Design frac_lutk_cfg, sky130hd; sources not shown.
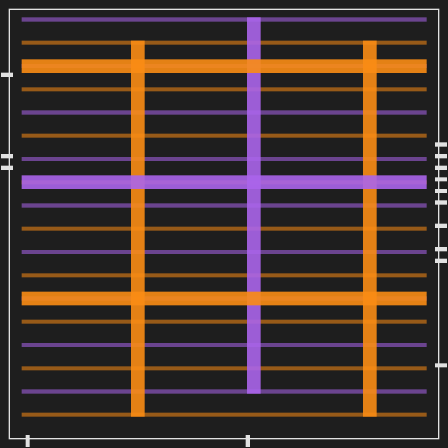
(images/power_grid.png)
Pins as bars on the die edge.
Key: VDD = purple; VSS = orange
18 met1 rails follow the rows. 15 signal pins sit on the boundary. The core has 17 rows.
vertical die size: 50.08 um
Die X: 50.08 um
Core ar.: 2191 um2

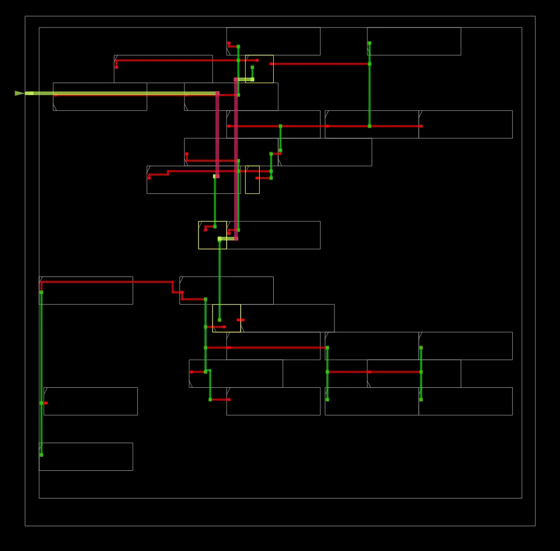
(images/clocks.png)
clk sinks: 25
clock network power: 256 uW

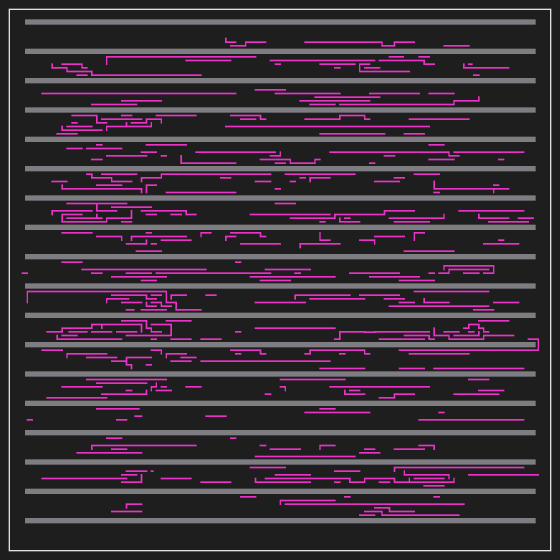
(images/layer_met1.png)
Supply wires on this layer in gray.
The longest straight run is 18.9 um. 129 nets have wire on it. The wires run mostly horizontal. The layer carries 1,070 um of wire. The layer holds 43% of the routed length.
vias: 877
final wirelength: 2.492 mm
M1 GR Usage: 25.93%

==> impl_metrics.json <==
{
  "clk_latency_ns": 0.31,
  "grt_max_degree": 26,
  "worstSetupEndpointType": "output pin",
  "flops": 25,
  "grt_pass1_vias": 920,
  "synth_cell_types": 32,
  "violations": "negative setup slack",
  "via_per_inst": 5.447,
  "nClkBuffers": 4,
  "dpl.hpwl_mm": 1.754,
  "p_sw_share_pct": 27.10,
  "finalSetupTns_ns": -0.7326,
  "yosys.area.top_type": "dfrtp_1",
  "common_cells": "dfrtp_1 (25), mux2_2 (16), nor2_1 (5)",
  "clock.fmax_mhz": 508.7,
  "final_area_um2": 1640,
  "lay_top_cells": "buf_4 (28), dfrtp_1 (24), mux2_2 (16)",
  "p_comb_share_pct": 40.1,
  "status": "complete, but fails checks",
  "top_layer": "met4",
  "grt_remaining_overflow": 0,
  "ys_async_sr_fraction_pct": 100.0,
  "tightest_slew_ns": 0.4109,
  "area.share.combinational_pct": 35.62,
  "largest_reg_flops": 17,
  "use_met3_pct": 2.778,
  "ys_cells": 89,
  "flop_area_um2": 626.9,
  "grt_use_met2_pct": 40.67,
  "wl_per_cell_um": 15.48,
  "first_iter_violations": 6,
  "synth_flop_count": 25,
  "inverters": 3,
  "drive_above_1_share_pct": 48.12,
  "fp_util_pct": 55.91,
  "worstRegToRegCells": 3,
  "path_class": "flip-flop to output pin",
  "cts_tree": "yes",
  "synthTopCellsByArea": "dfrtp_1 (51%), mux2_2 (15%), mux4_1 (8.6%), ha_1 (2.0%), buf_6 (1.8%)",
  "p_per_area_nw_per_um2": 1123,
  "wl_met1_mm": 1.068,
  "wl_met2_mm": 1.342,
  "clkTransAtPathRegs_ns": 0.13,
  "antenna_found_initial": 0,
  "dr.pass1.iters": 3,
  "remaining_drc_errors": 0,
  "slowest_delay_ns": 0.49,
  "cap_violations": 0,
  "path_cells": "mux4_2, mux2i_4, o22ai_2, buf_6",
  "p_int_mw": 1.344,
  "area_delta_synth_final_pct": 33.91,
  "total_power_mw": 1.843,
  "worst_clock_skew_ns": 0.01232,
  "period_minus_slack_ns": 1.966,
  "setup_violations": 3,
  "synthCells": 89,
  "pre_cts_slack_ns": -1.027,
  "nets": 146,
  "r2r_setup_slack_ns": 0.23,
  "port_buffers": 13,
  "setup_ws_ns": -0.2658,
  "crit_arrival_ns": 1.63,
  "dieArea_um2": 2508,
  "p_leak_nw": 0.7515,
  "rows": 17,
  "flop_cell": "dfrtp_1",
  "p_seq_share_pct": 46.0,
  "rsz0062_at_grt": "yes",
  "maxSlewHeadroom_pct": 72.32
}
## power groups by stage
stage / Combinational [mW] / Clock, mW / Sequential, mW
2_1_floorplan: 0.281 / 0 / 0.846
3_3_place_gp: 0.549 / 0 / 0.861
3_5_place_dp: 0.590 / 0 / 0.867
4_1_cts: 0.643 / 0.262 / 0.847
5_1_grt: 0.799 / 0.290 / 0.862
6_report: 0.740 / 0.256 / 0.848
## logic make-up after synthesis
kind of cell,Yosys count,share of synthesized area [%]
AOI/OAI and AO/OA,13,7.663
xor gates and xnor gates,1,0.7151
adders and majority gates,2,2.043
buffers and inverters,5,2.758
DFF,25,51.07
muxes,23,25.84
and+or+nand+nor,20,9.909
## timing repair
item	4_1_cts	5_1_grt
pin swaps	0	2
gates resized	24	6
setup endpoints to repair	16	19
buffers inserted	3	6
No activity file was given, so power comes from the tool's default toggle rates.
